==> src/rtl/multicycle_ctrl.sv <==
// multicycle_ctrl: main control FSM of the multicycle MIPS core (IF/ID/EXE/MEM/WB)
// Ports: clk_i, rst_n_i (sync, active-low); op_i/funct_i from IR; zero_i ALU flag;
// dm_ready_i memory handshake; datapath enables/selects, ext_op_o extender mode,
// dm_rd_o/dm_wr_o memory requests, illegal_o/mem_err_o/instr_done_o one-cycle pulses.
module multicycle_ctrl #(
  parameter int MEM_TIMEOUT = 15
) (
  input  logic       clk_i,
  input  logic       rst_n_i,
  input  logic [5:0] op_i,
  input  logic [5:0] funct_i,
  input  logic       zero_i,
  input  logic       dm_ready_i,
  output logic       pc_wr_o,
  output logic [1:0] pc_src_o,
  output logic       ir_wr_o,
  output logic       gpr_wr_o,
  output logic       reg_dst_o,
  output logic       mem_to_reg_o,
  output logic       alu_srcb_o,
  output logic [1:0] alu_op_o,
  output logic [1:0] ext_op_o,
  output logic       dm_rd_o,
  output logic       dm_wr_o,
  output logic       illegal_o,
  output logic       mem_err_o,
  output logic       instr_done_o
);
  typedef enum logic [2:0] {S_IF, S_ID, S_EXE, S_MEM, S_WB} state_e;
  state_e state_q, state_d;
  logic [3:0] cnt_q, cnt_d;
  logic r_type, addu, subu, ori, lui, addiu, lw, sw, beq, j, legal, in_ex, timeout;
  assign r_type  = op_i == 6'b000000;
  assign addu    = r_type && funct_i == 6'b100001;
  assign subu    = r_type && funct_i == 6'b100011;
  assign ori     = op_i == 6'b001101;
  assign lui     = op_i == 6'b001111;
  assign addiu   = op_i == 6'b001001;
  assign lw      = op_i == 6'b100011;
  assign sw      = op_i == 6'b101011;
  assign beq     = op_i == 6'b000100;
  assign j       = op_i == 6'b000010;
  assign legal   = addu | subu | ori | lui | addiu | lw | sw | beq | j;
  // ALU/extender settings are set in EXE and held unchanged through MEM and WB
  assign in_ex   = state_q == S_EXE || state_q == S_MEM || state_q == S_WB;
  // last allowed wait cycle with memory still not ready
  assign timeout = !dm_ready_i && cnt_q == 4'(MEM_TIMEOUT - 1);
  always_comb begin
    state_d      = S_IF;
    cnt_d        = '0;
    pc_wr_o      = 1'b0;
    pc_src_o     = 2'b00;
    ir_wr_o      = 1'b0;
    gpr_wr_o     = 1'b0;
    reg_dst_o    = 1'b0;
    mem_to_reg_o = 1'b0;
    dm_rd_o      = 1'b0;
    dm_wr_o      = 1'b0;
    illegal_o    = 1'b0;
    mem_err_o    = 1'b0;
    instr_done_o = 1'b0;
    ext_op_o     = !in_ex ? 2'b00 : lui ? 2'b10 : (addiu | lw | sw | beq) ? 2'b01 : 2'b00;
    alu_op_o     = !in_ex ? 2'b00 : (subu | beq) ? 2'b01 : ori ? 2'b10 : 2'b00;
    alu_srcb_o   = in_ex & (ori | lui | addiu | lw | sw);
    case (state_q)
      S_IF: begin
        ir_wr_o = 1'b1;
        pc_wr_o = 1'b1;
        state_d = S_ID;
      end
      S_ID: begin
        pc_wr_o      = j;
        pc_src_o     = j ? 2'b10 : 2'b00;
        illegal_o    = !legal;
        instr_done_o = j | !legal;
        state_d      = (j || !legal) ? S_IF : S_EXE;
      end
      S_EXE: begin
        pc_wr_o      = beq & zero_i;
        pc_src_o     = beq ? 2'b01 : 2'b00;
        instr_done_o = beq;
        state_d      = beq ? S_IF : (lw || sw) ? S_MEM : S_WB;
      end
      S_MEM: begin
        dm_rd_o      = lw;
        dm_wr_o      = sw;
        mem_err_o    = timeout;
        instr_done_o = (dm_ready_i & sw) | timeout;
        cnt_d        = (dm_ready_i || timeout) ? 4'd0 : cnt_q + 4'd1;
        state_d      = (dm_ready_i && lw) ? S_WB : (dm_ready_i || timeout) ? S_IF : S_MEM;
      end
      S_WB: begin
        gpr_wr_o     = 1'b1;
        reg_dst_o    = r_type;
        mem_to_reg_o = lw;
        instr_done_o = 1'b1;
      end
      default: state_d = S_IF;
    endcase
    if (!rst_n_i) begin
      {pc_wr_o, pc_src_o, ir_wr_o, gpr_wr_o, reg_dst_o, mem_to_reg_o, alu_srcb_o} = '0;
      {alu_op_o, ext_op_o, dm_rd_o, dm_wr_o, illegal_o, mem_err_o, instr_done_o} = '0;
    end
  end
  always_ff @(posedge clk_i) begin
    if (!rst_n_i) begin
      state_q <= S_IF;
      cnt_q   <= '0;
    end else begin
      state_q <= state_d;
      cnt_q   <= cnt_d;
    end
  end
endmodule

==> config.mk <==
export PLATFORM = sky130hd
export DESIGN_NAME = multicycle_ctrl
export DESIGN_NICKNAME = d
export VERILOG_FILES = /design/src/rtl/multicycle_ctrl.sv
export SDC_FILE = /design/constraint.sdc
export NUM_CORES = 1
export LEC_CHECK = 0
export ABC_CLOCK_PERIOD_IN_PS = 2300
export CAP_MARGIN = 5
export CORE_MARGIN = 4
export CORE_UTILIZATION = 40
export DETAILED_ROUTE_END_ITERATION = 10
export GPL_TIMING_DRIVEN = 1
export PLACE_DENSITY = 0.79
export SLEW_MARGIN = 10
export SYNTH_ARGS = -nofsm -noshare
export SYNTH_HDL_FRONTEND = slang
export SYNTH_SLANG_ARGS = --single-unit
export TNS_END_PERCENT = 20
==> constraint.sdc <==
create_clock -name clk_i -period 2.3 [get_ports clk_i]
set_clock_uncertainty 0.15 [all_clocks]
set_input_delay 0.23 -clock clk_i [delete_from_list [all_inputs] [get_ports clk_i]]
set_output_delay 0.23 -clock clk_i [all_outputs]
set_load 0.05 [all_outputs]
Fig. 1: sequential cells colored by netlist name
Bar = 10 um. Other cells in gray.
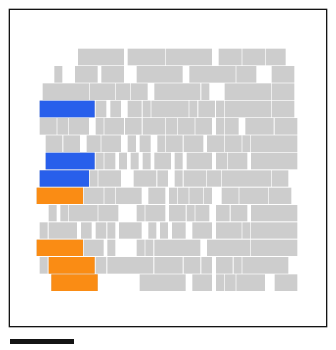
signal	color	placed flops
cnt_q	orange	4
state_q	blue	3
final standard cell utilization of the core: 0.876
FF/Latch Area: 146 um^2
flip-flop and latch power: 128 uW
fraction of area in registers: 0.107

==> out/qor.yml <==
critical_path:
  crit_path_max_incr_delay_ps: 560
  worst-r2r-setup-slack_ps: 770
  critPathRequiredTime_ps: 1920
  r2r.worst_path.cells: 6
  r2r-start: "cnt_q[0]"
  startpoint_type: "input pin"
  crit_path_end_kind: "output pin"
  worst_setup_path_startpoint: "op_i[0]"
clock_network:
  cts_sinks: 7
  cts-htree-levels: 1
  tritoncts.num_buffers: 3
  cts_post_setup_buffers_inserted: 0
  max-clock-path-buffers: 2
  clkTransAtPathRegs_ps: 50
min_path:
  hold_start: "cnt_q[0]"
synthesis:
  synth_top_cell_by_area: "sky130_fd_sc_hd__dfxtp_1"
  netlist_top_cells_area: "sky130_fd_sc_hd__dfxtp_1 (20%), sky130_fd_sc_hd__nor2_1 (10%), sky130_fd_sc_hd__nand2_1 (5.4%), sky130_fd_sc_hd__nand3_1 (5.1%), sky130_fd_sc_hd__a21oi_1 (3.6%)"
  syn_avg_cell_area_um2: 7.26
  number_of_enable_flip_flop_cells: 0
  synth.distinct_cells: 37
  synth-seq-cells: 7
  yosys.stat.chipArea_um2: 689
floorplanning:
  core-area_um2: 1560
  die_area_um2: 2450
final_timing:
  timing.final.hold_violations: 0
  tns_ps: 0
  final-setup-viol-count: 0
  hold_slack_ps: 310
placed_design:
  postPlaceCellArea_um2: 1280
layout:
  layout.cell_area.non_filler_um2: 1370
  flop-count: 7
  nonClockBufferCount: 46
  final-clk-cell-share: 0.0192
  area_share_nonclk_buffers: 0.441
  final_non_filler_cells: 159
global_route:
  vias_in_the_first_global_route: 862
power:
  total_power_uw: 366
  pwr.group.combinational_uw: 135
  irDropWorstVdd_v: 0.000467
job:
  cap_viol_max_count: 0
routing:
  first_pass_iters: 4
  routed-via-count: 894
  post-route-drc-count: 0
  detail_route.wl_per_cell_um: 14.5
run_status:
  run_status: "finished clean"
Fig. 2: clock network drawn from the DEF
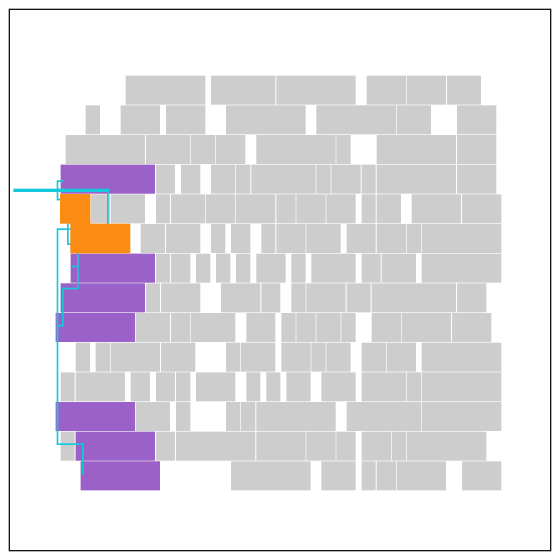
[clock-net drivers] orange | count: 3
[flip-flops] purple | count: 7
[clock wires] cyan | length: 64.1 um
routed clock nets	4
insertion delay at the late pin of the worst-skew pair: 240 ps
Clock power frac: 0.280
Clock Power: 103 uW

==> kinds of logic after synthesis <==
family                     count (synthesis)  synth area share
DFF                                        7             0.203
and+or+nand+nor                           62             0.494
buffers and inverters                      6            0.0544
adders and majority gates                  2            0.0363
muxes                                      1            0.0163
xor gates and xnor gates                   2            0.0254
AOI/OAI and AO/OA                         15             0.171
==> how the worst min path moves through the flow <==
stage / end
after global routing: cnt_q[0]
after CTS: cnt_q[0]
after floorplan: state_q[2]
after detailed placement: cnt_q[0]
after global placement: cnt_q[0]
final: cnt_q[0]
==> Yosys cell counts, types with 2 or more instances <==
| library cell | number |
|---|---|
| sky130_fd_sc_hd__a21oi_1 | 5 |
| sky130_fd_sc_hd__a31oi_1 | 2 |
| sky130_fd_sc_hd__and3_1 | 2 |
| sky130_fd_sc_hd__buf_6 | 2 |
| sky130_fd_sc_hd__dfxtp_1 | 7 |
| sky130_fd_sc_hd__ha_1 | 2 |
| sky130_fd_sc_hd__inv_1 | 4 |
| sky130_fd_sc_hd__nand2_1 | 10 |
| sky130_fd_sc_hd__nand2b_1 | 2 |
| sky130_fd_sc_hd__nand3_1 | 7 |
| sky130_fd_sc_hd__nand4b_1 | 2 |
| sky130_fd_sc_hd__nor2_1 | 19 |
| sky130_fd_sc_hd__nor2b_1 | 2 |
| sky130_fd_sc_hd__nor3_1 | 5 |
| sky130_fd_sc_hd__nor4_1 | 2 |
==> sequential cells by signal (all words and copies together), names as in the netlist <==
signal / count
state_q: 3
cnt_q: 4
==> routing by layer <==
layer  share of wire  vias up  wire length (um)  track usage
met5               0        -                 0            0
met4               0        0                 0       0.0230
met3           0.051        0               119       0.0392
met2            0.52       33              1210        0.364
met1            0.42      422               979        0.186
li1                -      439                 -            -
No activity file was given, so power comes from the tool's default toggle rates.
